<file path="src/rtl/div_pkg.sv">
// Shared FSM type and constants for the iterative restoring divider.
package div_pkg;

    typedef enum logic [1:0] {
        IDLE = 2'd0,
        RUN  = 2'd1,
        DONE = 2'd2
    } div_state_t;

    localparam int DIV_WIDTH_DEFAULT = 32;
    localparam logic [DIV_WIDTH_DEFAULT-1:0] DIV0_QUOTIENT = '1;

    function automatic int div_cnt_width(input int width);
        return $clog2(width + 1);
    endfunction

endpackage

</file>
<file path="src/rtl/div_trial_sub.sv">
// Trial subtractor for one restoring-division step: partial remainder minus divisor.
module div_trial_sub
    import div_pkg::*;
#(
    parameter int WIDTH = DIV_WIDTH_DEFAULT
) (
    input  logic [WIDTH:0]   minuend,
    input  logic [WIDTH:0]   subtrahend,
    output logic [WIDTH-1:0] difference,
    output logic             non_neg
);

    logic [WIDTH:0] full_diff;

    assign full_diff  = minuend - subtrahend;
    assign difference = full_diff[WIDTH-1:0];
    assign non_neg    = ~full_diff[WIDTH];

endmodule

</file>
<file path="src/rtl/div_restoring_iter.sv">
// Iterative restoring divider, one shift-subtract-restore step per clock.
// Optional signed (DIV) support is compiled in with the DIV_SIGNED_EN macro.
module div_restoring_iter
    import div_pkg::*;
#(
    parameter int WIDTH = DIV_WIDTH_DEFAULT
) (
    input  logic             clk,
    input  logic             rst_n,
    input  logic             start,
    input  logic             signed_op,
    input  logic [WIDTH-1:0] dividend,
    input  logic [WIDTH-1:0] divisor,
    output logic             busy,
    output logic             done,
    output logic             div_by_zero,
    output logic [WIDTH-1:0] quotient,
    output logic [WIDTH-1:0] remainder
);

    localparam int CNT_W = div_cnt_width(WIDTH);
    localparam logic [WIDTH-1:0] DIV0_Q = {WIDTH{DIV0_QUOTIENT[0]}};

    div_state_t state, state_next;

    // A only needs WIDTH bits: after each step it is below the divisor.
    logic [WIDTH-1:0] a, q, m;
    logic [CNT_W-1:0] cnt;

    logic [WIDTH:0]   s;
    logic [WIDTH-1:0] diff, a_next, q_next;
    logic             non_neg, last_iter, accept, zero_div;
    logic [WIDTH-1:0] dividend_ld, divisor_ld, quotient_res, remainder_res;

    assign s         = {a, q[WIDTH-1]};
    assign a_next    = non_neg ? diff : s[WIDTH-1:0];
    assign q_next    = {q[WIDTH-2:0], non_neg};
    assign last_iter = (cnt == CNT_W'(1));
    assign accept    = (state == IDLE) && start;
    assign zero_div  = (divisor == '0);

    div_trial_sub #(.WIDTH(WIDTH)) u_trial_sub (
        .minuend    (s),
        .subtrahend ({1'b0, m}),
        .difference (diff),
        .non_neg    (non_neg)
    );

`ifdef DIV_SIGNED_EN
    logic sq, sr;

    function automatic logic [WIDTH-1:0] neg(input logic [WIDTH-1:0] v);
        return -v;
    endfunction

    assign dividend_ld   = (signed_op && dividend[WIDTH-1]) ? neg(dividend) : dividend;
    assign divisor_ld    = (signed_op && divisor[WIDTH-1]) ? neg(divisor) : divisor;
    assign quotient_res  = sq ? neg(q_next) : q_next;
    assign remainder_res = sr ? neg(a_next) : a_next;

    always_ff @(posedge clk) begin
        if (!rst_n) begin
            sq <= 1'b0;
            sr <= 1'b0;
        end else if (accept) begin
            sq <= signed_op & (dividend[WIDTH-1] ^ divisor[WIDTH-1]);
            sr <= signed_op & dividend[WIDTH-1];
        end
    end
`else
    logic signed_unused;

    assign signed_unused = signed_op;
    assign dividend_ld   = dividend;
    assign divisor_ld    = divisor;
    assign quotient_res  = q_next;
    assign remainder_res = a_next;
`endif

    always_ff @(posedge clk) begin
        if (!rst_n) begin
            state <= IDLE;
        end else begin
            state <= state_next;
        end
    end

    always_comb begin
        state_next = state;
        case (state)
            IDLE:    if (start) state_next = zero_div ? DONE : RUN;
            RUN:     if (last_iter) state_next = DONE;
            DONE:    state_next = IDLE;
            default: state_next = IDLE;
        endcase
    end

    always_comb begin
        busy = (state != IDLE);
        done = (state == DONE);
    end

    always_ff @(posedge clk) begin
        if (!rst_n) begin
            a           <= '0;
            q           <= '0;
            m           <= '0;
            cnt         <= '0;
            div_by_zero <= 1'b0;
            quotient    <= '0;
            remainder   <= '0;
        end else if (accept) begin
            a           <= '0;
            q           <= dividend_ld;
            m           <= divisor_ld;
            cnt         <= CNT_W'(WIDTH);
            div_by_zero <= zero_div;
            // Divide by zero skips the iterations and publishes its result immediately.
            if (zero_div) begin
                quotient  <= DIV0_Q;
                remainder <= dividend;
            end
        end else if (state == RUN) begin
            a   <= a_next;
            q   <= q_next;
            cnt <= cnt - CNT_W'(1);
            if (last_iter) begin
                quotient  <= quotient_res;
                remainder <= remainder_res;
            end
        end
    end

endmodule
</file>
<file path="config.mk">
export PLATFORM = sky130hd
export DESIGN_NAME = div_restoring_iter
export DESIGN_NICKNAME = d
export VERILOG_FILES = /design/src/rtl/div_pkg.sv /design/src/rtl/div_trial_sub.sv /design/src/rtl/div_restoring_iter.sv
export SDC_FILE = /design/constraint.sdc
export NUM_CORES = 1
export LEC_CHECK = 0
export ABC_AREA = 1
export CORE_UTILIZATION = 58
export CTS_BUF_LIST = sky130_fd_sc_hd__clkbuf_4 sky130_fd_sc_hd__clkbuf_8
export CTS_CLUSTER_SIZE = 25
export DETAILED_ROUTE_END_ITERATION = 8
export GPL_TIMING_DRIVEN = 0
export PLACE_DENSITY_LB_ADDON = 0.05
export SETUP_SLACK_MARGIN = 0.3
export SYNTH_ARGS = -nofsm -noshare
export SYNTH_HDL_FRONTEND = slang
export SYNTH_HIERARCHICAL = 1
export SYNTH_SLANG_ARGS = --single-unit
export TNS_END_PERCENT = 30
</file>
<file path="constraint.sdc">
create_clock -name clk -period 3.4 [get_ports clk]
set_input_delay 0.34 -clock clk [delete_from_list [all_inputs] [get_ports clk]]
set_output_delay 0.34 -clock clk [all_outputs]
set_load 0.02 [all_outputs]
</file>
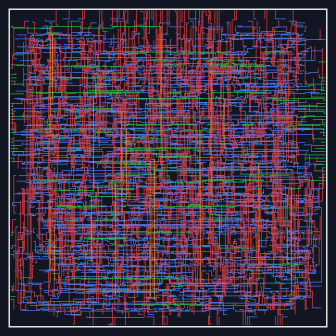
(run_1/wires.png)
Key: red = metal 2 [wire length 13500 um]; blue = metal 1 [wire length 13200 um]; green = metal 3 [wire length 2070 um]; orange = metal 4 [wire length 783 um]
Routed WL: 29600 um
total number of vias: 10600

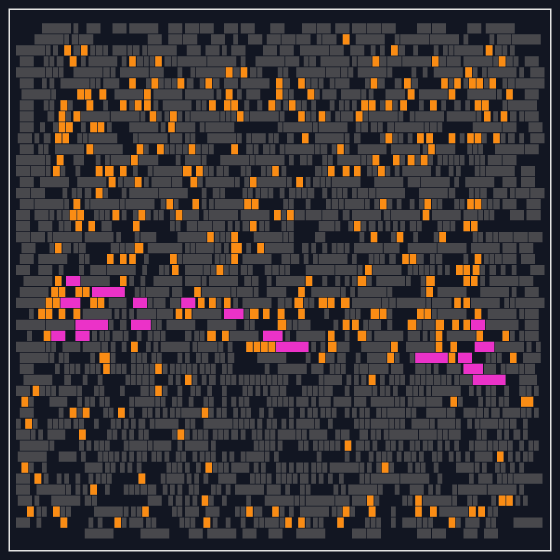
(run_1/logic_types.png)
Key: orange = inverting AOI/OAI gates [cells 274, most used o21ai_0, where widely spread]; magenta = multiplexers [cells 18, most used mux2i_1]
Top cell excl fill/tap: nand2_1
Final Instance Count excl. Fillers: 2024

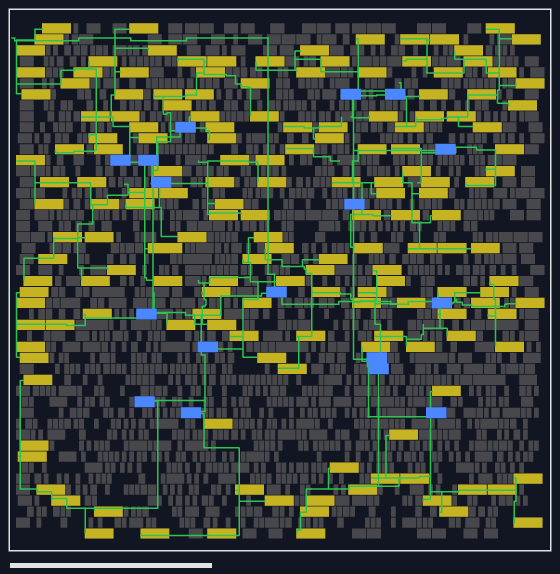
(run_1/clk_routes.png)
The bar under the picture is 50 um long.
Key: blue = clock drivers [count 17]; green = clock wires [length 2090 um]; yellow = flip-flops [count 169]
Position of the flops: widely spread.
Clock Power Share: 20.7%
Clock group: 0.00147 W
clk_lat worst skew: 490 ps
Clock Skews: 17.7 ps

## run 1: sequential cells by signal, summed over array words and instances (netlist names)
signal	cells
quotient	32
remainder	32
div_by_zero	1
a	32
state	2
m	32
cnt	6
q	32
## run 1: metal layers
layer / global-route usage, % / part of all wire [%]
met1: 45.8 / 45
met2: 54.8 / 46
met3: 4.76 / 7.0
met4: 12.2 / 2.6
met5: 0 / 0
## run 1: stage by stage
| step | util [%] | hold slack [ps] |
|---|---|---|
| floorplan | - | 444 |
| global placement | 69.7 | 454 |
| detailed placement | 69.7 | 456 |
| CTS | 72.6 | 477 |
| global route | 73.1 | 501 |
| finish | 73.1 | 472 |
## run 1: Yosys cell counts
cell type,number
and2_1,2
a21oi_1,106
or2_1,1
nand3b_1,3
o21bai_1,1
inv_2,3
nand3_2,2
nor3_1,5
xor2_1,14
xnor2_1,3
nor2_2,3
fa_1,1
a21o_1,1
buf_1,2
buf_2,24
buf_4,4
clkbuf_1,35
o21ai_0,141
nand2_1,463
nand4_1,5
clkbuf_2,1
o21ai_1,8
a21oi_2,1
a31oi_1,16
nand3_1,84
conb_1,1
nand2_2,10
ha_1,34
nor2_1,167
nor2_4,1
dfxtp_1,169
buf_6,7
mux2i_1,18
inv_1,299
o31ai_1,1
## run 1: cell type report
cell class,instances,area (um^2),share of cell area [%]
Multi-Input combinational cell,1092,5270,43.0
Sequential cell,169,3390,27.7
Timing Repair Buffer,136,1350,11.1
Inverter,302,1140,9.29
Buffer,73,417,3.40
Tap cell,220,275,2.25
Clock buffer,17,234,1.91
Clock inverter,15,171,1.40
## run 1: worst paths after layout
path	slack (ps)	end
worst max-delay path	520	remainder[1]
worst min-delay path	470	q[2]
worst max register to register	520	remainder[1]
worst min register to register	470	q[2]
==> flow_metrics.py, run 1 <==
# Auto-generated metrics
metrics = {
    "finish": {
        "final_cell_mix": "463 x nand2_1, 297 x inv_1, 168 x dfxtp_1, 167 x nor2_1, 141 x o21ai_0",
        "diodes": 0,
        "synthToLayoutAreaGrowth_pct": 21.6,
    },
    "power": {
        "p_sw_w": 0.00313,
    },
    "yosys": {
        "logic_family": "simple AND/OR/NAND/NOR gates",
        "syn_area_per_cell_um2": 6.16,
        "synth_flops": 169,
        "adder_share_pct": 4.42,
    },
    "critical_path": {
        "crit_start": "q[31]",
        "crit_buf_inv": 4,
        "critPathMaxStageDelay_ps": 390,
    },
    "die": {
        "die_y_um": 134,
        "chipArea_um2": 17900,
        "core_area_um2": 16800,
    },
    "timing": {
        "period_needed_ps": 2880,
        "slew_violations": 0,
        "tightest_slew_ps": 671,
        "min_period_over_period_pct": 84.7,
        "rsz0062_at_grt": "yes",
        "finalHoldViolCount": 0,
        "setup_viol": 0,
    },
    "global_route": {
        "grt_max_degree": 20,
        "grt_antenna_before_repair": 0,
    },
    "clock_network": {
        "cts_max_level": 4,
        "ctsHoldBuffers": 0,
        "cts.sink_count": 169,
        "cts_made_buffers": 17,
        "cts_resized": 22,
        "cts_tree": "done",
    },
    "detailed_routing": {
        "routed_via_density": 5.25,
    },
    "run": {
        "maxCapViolCount": 0,
    },
    "min_path": {
        "hp-class": "reg -> reg",
    },
    "placed_design": {
        "dpl_cell_area_um2": 11700,
        "place.gp.congestion": 0.931,
    },
    "outcome": {
        "status": "complete, no violations",
    },
}
==> run_1/io_fan.png <==
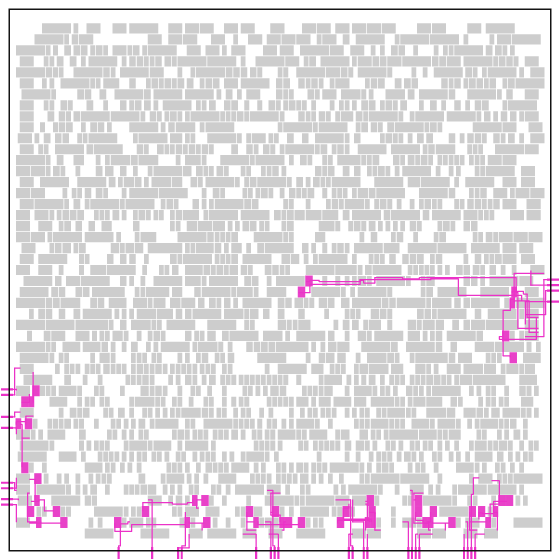

## Run 2: what changed since run 1
- CORE_UTILIZATION: 58 -> 52
- clock period: 3.4 -> 2.4 ns (I/O delays scaled with it)
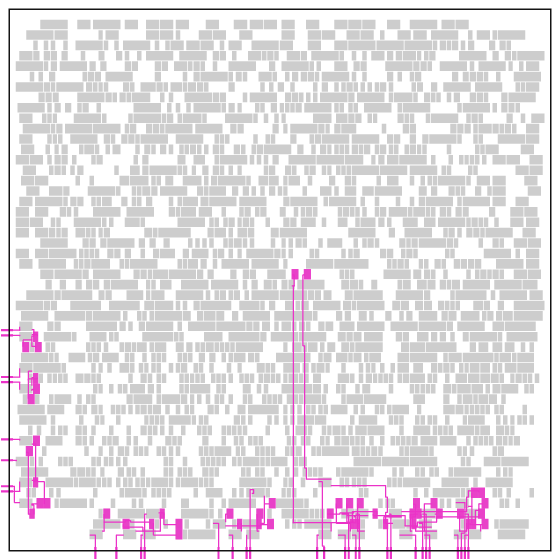
(run_2/io_fan.png)
Key: magenta = `divisor` [bits 32, direction input, edge 24 bottom, 8 left, end cells 48, buffers 32, wire 732 um]
Port Buffers: 133
I/O Pins: 135

==> run 2 against run 1 <==
  * Sequential share of layout area fell by 1.0 points
  * Worst setup slack got worse by 800 ps
  * Wire length rose by 3.3%
  * Critical path type unchanged
  * Combinational power rose by 65%
  * Fmax rose by 7.6%
  * The run now ends with negative setup slack left
==> flow_metrics.py, run 2 <==
# Auto-generated metrics
metrics = {
    "finish": {
        "synthToLayoutAreaGrowth_pct": 26.5,
        "lay_top_count": "nand2_1",
        "fin_util_pct": 67.6,
        "diodes": 0,
    },
    "global_route": {
        "grt_max_degree": 19,
        "grt_use_met3_pct": 4.69,
        "grt-busiest-layer": "met2",
        "use_met1_pct": 42.7,
        "use_met2_pct": 49.0,
        "grt_antenna_before_repair": 0,
    },
    "clock_network": {
        "ctsHoldBuffers": 0,
        "cts_max_level": 4,
        "cts.sink_count": 169,
        "cts_made_buffers": 17,
        "clock_latency_ps": 490,
    },
    "timing": {
        "finalHoldViolCount": 0,
        "setup_viol": 53,
        "min_period_over_period_pct": 112,
        "layout_setup_ws_ps": -278,
    },
    "outcome": {
        "violations": "negative setup slack",
        "status": "complete, but fails checks",
    },
    "placed_design": {
        "place.gp.congestion": 0.909,
        "dpl_cell_area_um2": 11800,
    },
    "yosys": {
        "adder_share_pct": 4.42,
        "logic_family": "simple AND/OR/NAND/NOR gates",
        "synthArstFlopShare_pct": 0,
        "synthTopCellsByCount": "463 x nand2_1, 299 x inv_1, 169 x dfxtp_1",
        "synth_flops": 169,
        "flop_cell": "dfxtp_1",
    },
    "run": {
        "maxCapViolCount": 0,
    },
    "detailed_routing": {
        "wl_met1_um": 14200,
        "highest_layer": "met4",
        "routed_via_density": 5.07,
        "vias": 10600,
        "routed_wl_um": 30600,
        "wl_met2_um": 13600,
    },
    "min_path": {
        "hp-class": "in -> reg",
    },
    "die": {
        "chipArea_um2": 19900,
        "die_y_um": 141,
    },
}
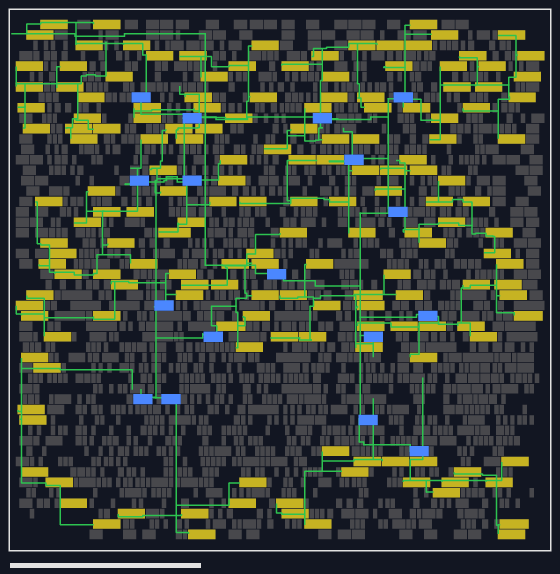
(run_2/clk_routes.png)
The bar under the picture is 50 um long.
Key: blue = clock drivers [count 17]; yellow = flip-flops [count 169]; green = clock wires [length 2120 um]
There are 18 routed clock nets.
Clock Skews: 14.5 ps
Clock Power Share: 18.7%
Clock group: 0.00201 W

-- run 2: cell counts after synthesis --
No cell type changed its count.
-- run 2: critical path, stage by stage, from the launching register on --
cell and delay (ps):
dfxtp_4 380, inv_2 40, ha_4 170, fa_2 340, inv_2 80, nand2_2 50
nand2_2 70, nand3_2 60, nand2_2 100, nand2_2 60, nand2_2 90, nand2_2 60
nand2_1 50, nand2_1 60, nand2_2 90, buf_12 160, buf_12 180, mux2i_4 260
o21ai_1 80, a21oi_1 130, nor2_1 70
-- run 2: where the power goes --
| group | total [W] | internal (W) | switching (W) | leakage, nW |
|---|---|---|---|---|
| clock | 0.00201 | 0.000773 | 0.00123 | 0.192 |
| combinational | 0.00544 | 0.00219 | 0.00326 | 4.89 |
| sequential | 0.00329 | 0.00309 | 0.000199 | 1.38 |
| total | 0.0107 | 0.00605 | 0.00469 | 6.47 |
-- run 2: final timing paths --
check,to,startpoint,slack (ps),depth (start not counted)
setup / recovery,remainder[27],q[31],-280,20
hold reg to reg,q[4],q[3],470,2
setup reg to reg,remainder[27],q[31],-280,20
hold / removal,q[31],dividend[31],400,3
-- run 2: repair_timing --
action	CTS	global route
setup endpoints to repair	66	66
pin swaps	33	15
gates cloned	1	1
gates resized	41	52
endpoints found under the hold margin	0	0
setup buffers	18	2
-- run 2: per-stage QoR --
| step | std cells | hold slack, ps |
|---|---|---|
| final | 2082 | 399 |
| after global routing | 2082 | 405 |
| after CTS | 2079 | 380 |
| after detailed placement | 2029 | 465 |
| after global placement | 2029 | 456 |
| after floorplan | 1636 | 407 |
-- run 2: final cells by class --
type	count	area, um^2
inverter	302	1140
tap	260	325
buffer	73	448
sequential	169	3390
clock buffer	17	234
multi-input combinational	1092	5510
clock inverter	14	149
timing repair buffer	155	1540
fill	1779	6090
Power and IR drop assume default switching activity.
